<file path="config.mk">
export PLATFORM = sky130hd
export DESIGN_NAME = e203_exu_nice_mq
export DESIGN_NICKNAME = d
export VERILOG_FILES = /design/src/rtl/e203_exu_nice_mq.sv
export SDC_FILE = /design/constraint.sdc
export NUM_CORES = 1
export LEC_CHECK = 0
export CORE_AREA = 2 2 82 84
export CTS_CLUSTER_SIZE = 24
export DETAILED_ROUTE_END_ITERATION = 16
export DIE_AREA = 0 0 84 86
export PLACE_DENSITY = 0.81
export REMOVE_ABC_BUFFERS = 1
export SYNTH_ARGS = -nofsm -noshare
export SYNTH_HDL_FRONTEND = slang
export SYNTH_SLANG_ARGS = --single-unit
</file>
<file path="constraint.sdc">
create_clock -name clk -period 2 [get_ports clk]
set_input_delay 0.5 -clock clk [delete_from_list [all_inputs] [get_ports clk]]
set_output_delay 0.5 -clock clk [all_outputs]
set_load 0.02 [all_outputs]
</file>
<file path="src/rtl/e203_exu_nice_mq.sv">
// rtl/e203_exu_nice_mq.sv - NICE dispatch unit with a DEPTH-entry ITAG FIFO for outstanding long-pipe instructions.
module e203_exu_nice_mq #(
    parameter int XLEN   = 32,
    parameter int ITAG_W = 2,
    parameter int DEPTH  = 4,
    parameter int CNT_W  = $clog2(DEPTH + 1)
) (
    input  logic              clk,
    input  logic              rst,
    input  logic              nice_i_xs_off,
    input  logic              nice_i_valid,
    output logic              nice_i_ready,
    input  logic [XLEN-1:0]   nice_i_instr,
    input  logic [XLEN-1:0]   nice_i_rs1,
    input  logic [XLEN-1:0]   nice_i_rs2,
    input  logic [ITAG_W-1:0] nice_i_itag,
    output logic              nice_o_valid,
    input  logic              nice_o_ready,
    output logic              nice_o_longpipe,
    output logic              nice_o_itag_valid,
    input  logic              nice_o_itag_ready,
    output logic [ITAG_W-1:0] nice_o_itag,
    input  logic              nice_rsp_multicyc_valid,
    output logic              nice_rsp_multicyc_ready,
    output logic              nice_req_valid,
    input  logic              nice_req_ready,
    output logic [XLEN-1:0]   nice_req_instr,
    output logic [XLEN-1:0]   nice_req_rs1,
    output logic [XLEN-1:0]   nice_req_rs2,
    output logic [CNT_W-1:0]  nice_outstanding,
    output logic              nice_idle
);

    localparam int PTR_W = (DEPTH > 1) ? $clog2(DEPTH) : 1;
    localparam logic [PTR_W-1:0] LAST_PTR = PTR_W'(DEPTH - 1);

    logic [ITAG_W-1:0] r_mem [DEPTH];
    logic [PTR_W-1:0]  r_wptr;
    logic [PTR_W-1:0]  r_rptr;
    logic [CNT_W-1:0]  r_cnt;

    logic w_full;
    logic w_empty;
    logic w_ren;
    logic w_wen;
    logic w_space;
    logic w_req_rdy_pos;

    assign w_full  = (r_cnt == CNT_W'(DEPTH));
    assign w_empty = (r_cnt == '0);

    // Read side depends only on the response/writeback handshake, so the
    // dispatch ready path can use it without forming a combinational loop.
    assign w_ren         = nice_rsp_multicyc_valid & nice_o_itag_ready & ~w_empty;
    assign w_space       = ~w_full | w_ren;
    assign w_req_rdy_pos = nice_i_xs_off | (nice_req_ready & w_space);

    assign nice_i_ready    = w_req_rdy_pos & nice_o_ready;
    assign nice_o_valid    = nice_i_valid & w_req_rdy_pos;
    assign nice_req_valid  = ~nice_i_xs_off & nice_i_valid & nice_o_ready & w_space;
    assign nice_o_longpipe = ~nice_i_xs_off;
    assign nice_req_instr  = nice_i_instr;
    assign nice_req_rs1    = nice_i_rs1;
    assign nice_req_rs2    = nice_i_rs2;

    assign w_wen = nice_req_valid & nice_req_ready;

    assign nice_o_itag_valid       = ~w_empty & nice_rsp_multicyc_valid;
    assign nice_rsp_multicyc_ready = ~w_empty & nice_o_itag_ready;
    assign nice_o_itag             = r_mem[r_rptr];
    assign nice_outstanding        = r_cnt;
    assign nice_idle               = w_empty;

    always_ff @(posedge clk) begin
        if (w_wen) begin
            r_mem[r_wptr] <= nice_i_itag;
        end
    end

    always_ff @(posedge clk or posedge rst) begin
        if (rst) begin
            r_wptr <= '0;
            r_rptr <= '0;
            r_cnt  <= '0;
        end else begin
            if (w_wen) begin
                r_wptr <= (r_wptr == LAST_PTR) ? '0 : r_wptr + 1'b1;
            end
            if (w_ren) begin
                r_rptr <= (r_rptr == LAST_PTR) ? '0 : r_rptr + 1'b1;
            end
            case ({w_wen, w_ren})
                2'b10:   r_cnt <= r_cnt + 1'b1;
                2'b01:   r_cnt <= r_cnt - 1'b1;
                default: r_cnt <= r_cnt;
            endcase
        end
    end

endmodule

</file>
Figure 1. Where the registers sit.
Drawn at 6 px/µm.
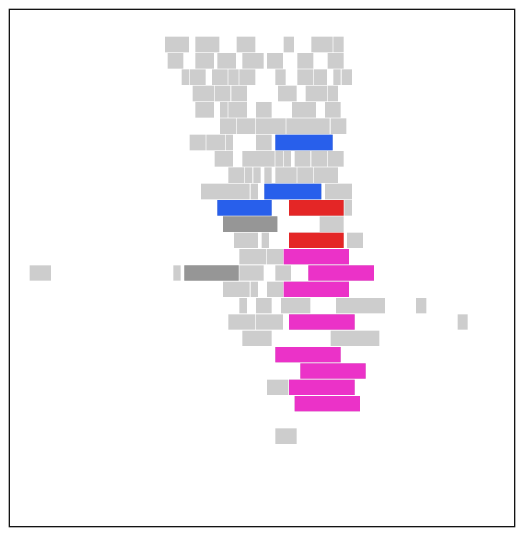
Key: red = `r_rptr` [sequential cells 2]; blue = `nice_outstanding` [sequential cells 3]; magenta = `r_mem` [sequential cells 8]
Another 2 sequential cells are not coloured.
sequential share of cell area: 33.3%
sequential cell area: 418 µm²

==> Implementation_results.wiki <==
=== Physical design figures ===
{| class="wikitable"
! Metric !! Value
|-
| Largest Pwr Group || combinational cells
|-
| Worst Clk Skew || ~0.0070 ns
|-
| Post-synth area hogs || buf_4 (47%), edfxtp_1 (16%), dfrtp_1 (11%)
|-
| Hold buffer count at CTS || 0
|-
| Nets@finish || roughly 220
|-
| Final total negative setup slack || -0.129 ns
|-
| Number of filler cells placed in the layout || approximately 680
|-
| Design Power || 1.47 mW
|-
| Clock Pin Slew Worst Setup and Hold Paths || about 0.06 ns
|-
| Clock tree root driver cell || clkbuf_8
|-
| Power in sequential cells || a little over 0.5 mW
|-
| Failing checks || setup timing
|-
| Routability congestion estimate || 1.05
|-
| Comb pwr || between 0.7 and 0.8 mW
|-
| Post-route worst hold slack || 0.508 ns
|-
| Clock tree from TritonCTS || built
|-
| Area added between synthesis and finish || -18.6%
|-
| Cell row count || 29
|-
| Post-route cell area || 0.00126 mm²
|-
| Area of the die || between 0.007 and 0.008 mm²
|-
| Combinational power share || 49.0%
|-
| Synth async-reset ratio || about 47%
|-
| Vias in the first global route || ~830
|-
| Final max-slew violation count || 0
|-
| Final critical-path setup slack || -0.0664 ns
|-
| Ranking of synthesized cells by instance count || buf_4 (96), inv_1 (10), edfxtp_1 (8), dfrtp_1 (7), ha_1 (6)
|-
| Routed Antenna Nets || 0
|-
| Minimum period implied by the final worst setup slack || slightly above 2 ns
|-
| Wire length of the first global-routing pass || between 10,000 and 15,000 µm
|-
| 1st-pass router iterations || 4
|-
| Max H-tree Level || 1
|-
| Reg-to-reg startpoint || nice_outstanding[1]
|-
| Postcts setup bufs || 1
|-
| Destination of the worst register-to-register timing path || nice_outstanding[2]
|-
| WL met2 || 6620 µm
|-
| Final tally of setup violations || 2
|-
| Post-place instance area || between 0.001 and 0.0015 mm²
|-
| Setup WS pre-CTS || -0.647 ns
|-
| Number of DRC violations after detailed routing || 0
|-
| Run status || complete, but fails checks
|-
| Sum of routed wire segments on met1 || 913 µm
|-
| Dominant register cell || edfxtp_1
|-
| Fmax || 0.484 GHz
|-
| Part of the Yosys area used for sequential elements || a little over a quarter
|-
| Share of synthesized cell area in and-or and or-and compound cells || 3.81%
|-
| Post-synth tally of flip-flops with integrated enable || 8
|-
| Relative contribution of the clock network to total power || between 10% and 20%
|-
| Post-layout instance count excluding filler cells || 179
|-
| Detailed placement HPWL || around 12,000 µm
|-
| Post-cts repair resize count || 38
|}
Figure 2. PDN straps and rails.
Drawn at 4 px/µm. Pins as bars on the die edge.
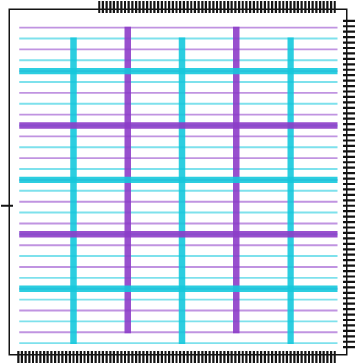
Key: purple = VDD; cyan = VSS
5 straps on met5. 30 met1 rails follow the rows.
worst-case vdd ir drop: 0.306 mV
chip height: 86 µm
core region area: 0.00628 mm²
horizontal extent of the die: 84 µm

logic make-up after synthesis:
kind of cell / after synthesis
AOI/OAI and AO/OA: 6
xor gates and xnor gates: 3
adders and majority gates: 7
buffers and inverters: 106
DFF: 15
muxes: 7
and+or+nand+nor: 13
worst max-delay path: stages:
cell	delay (ns)
clkdlybuf4s50_1	0.47
a21boi_1	0.21
o21a_1	0.13
clkdlybuf4s15_2	0.25
final cells by class:
cell class | instances | area share (%)
clock buffer | 4 | 3.59
inverter | 10 | 2.99
multi-input combinational | 36 | 29.8
sequential | 15 | 33.3
tap | 77 | 7.67
timing repair buffer | 37 | 22.7
flip-flops by register name (all words and copies together), names as in the netlist:
| register | cells |
|---|---|
| nice_outstanding | 3 |
| r_mem | 8 |
| r_rptr | 2 |
| r_wptr | 2 |
Power figures rest on the tool's default switching activity, not on a simulated workload.
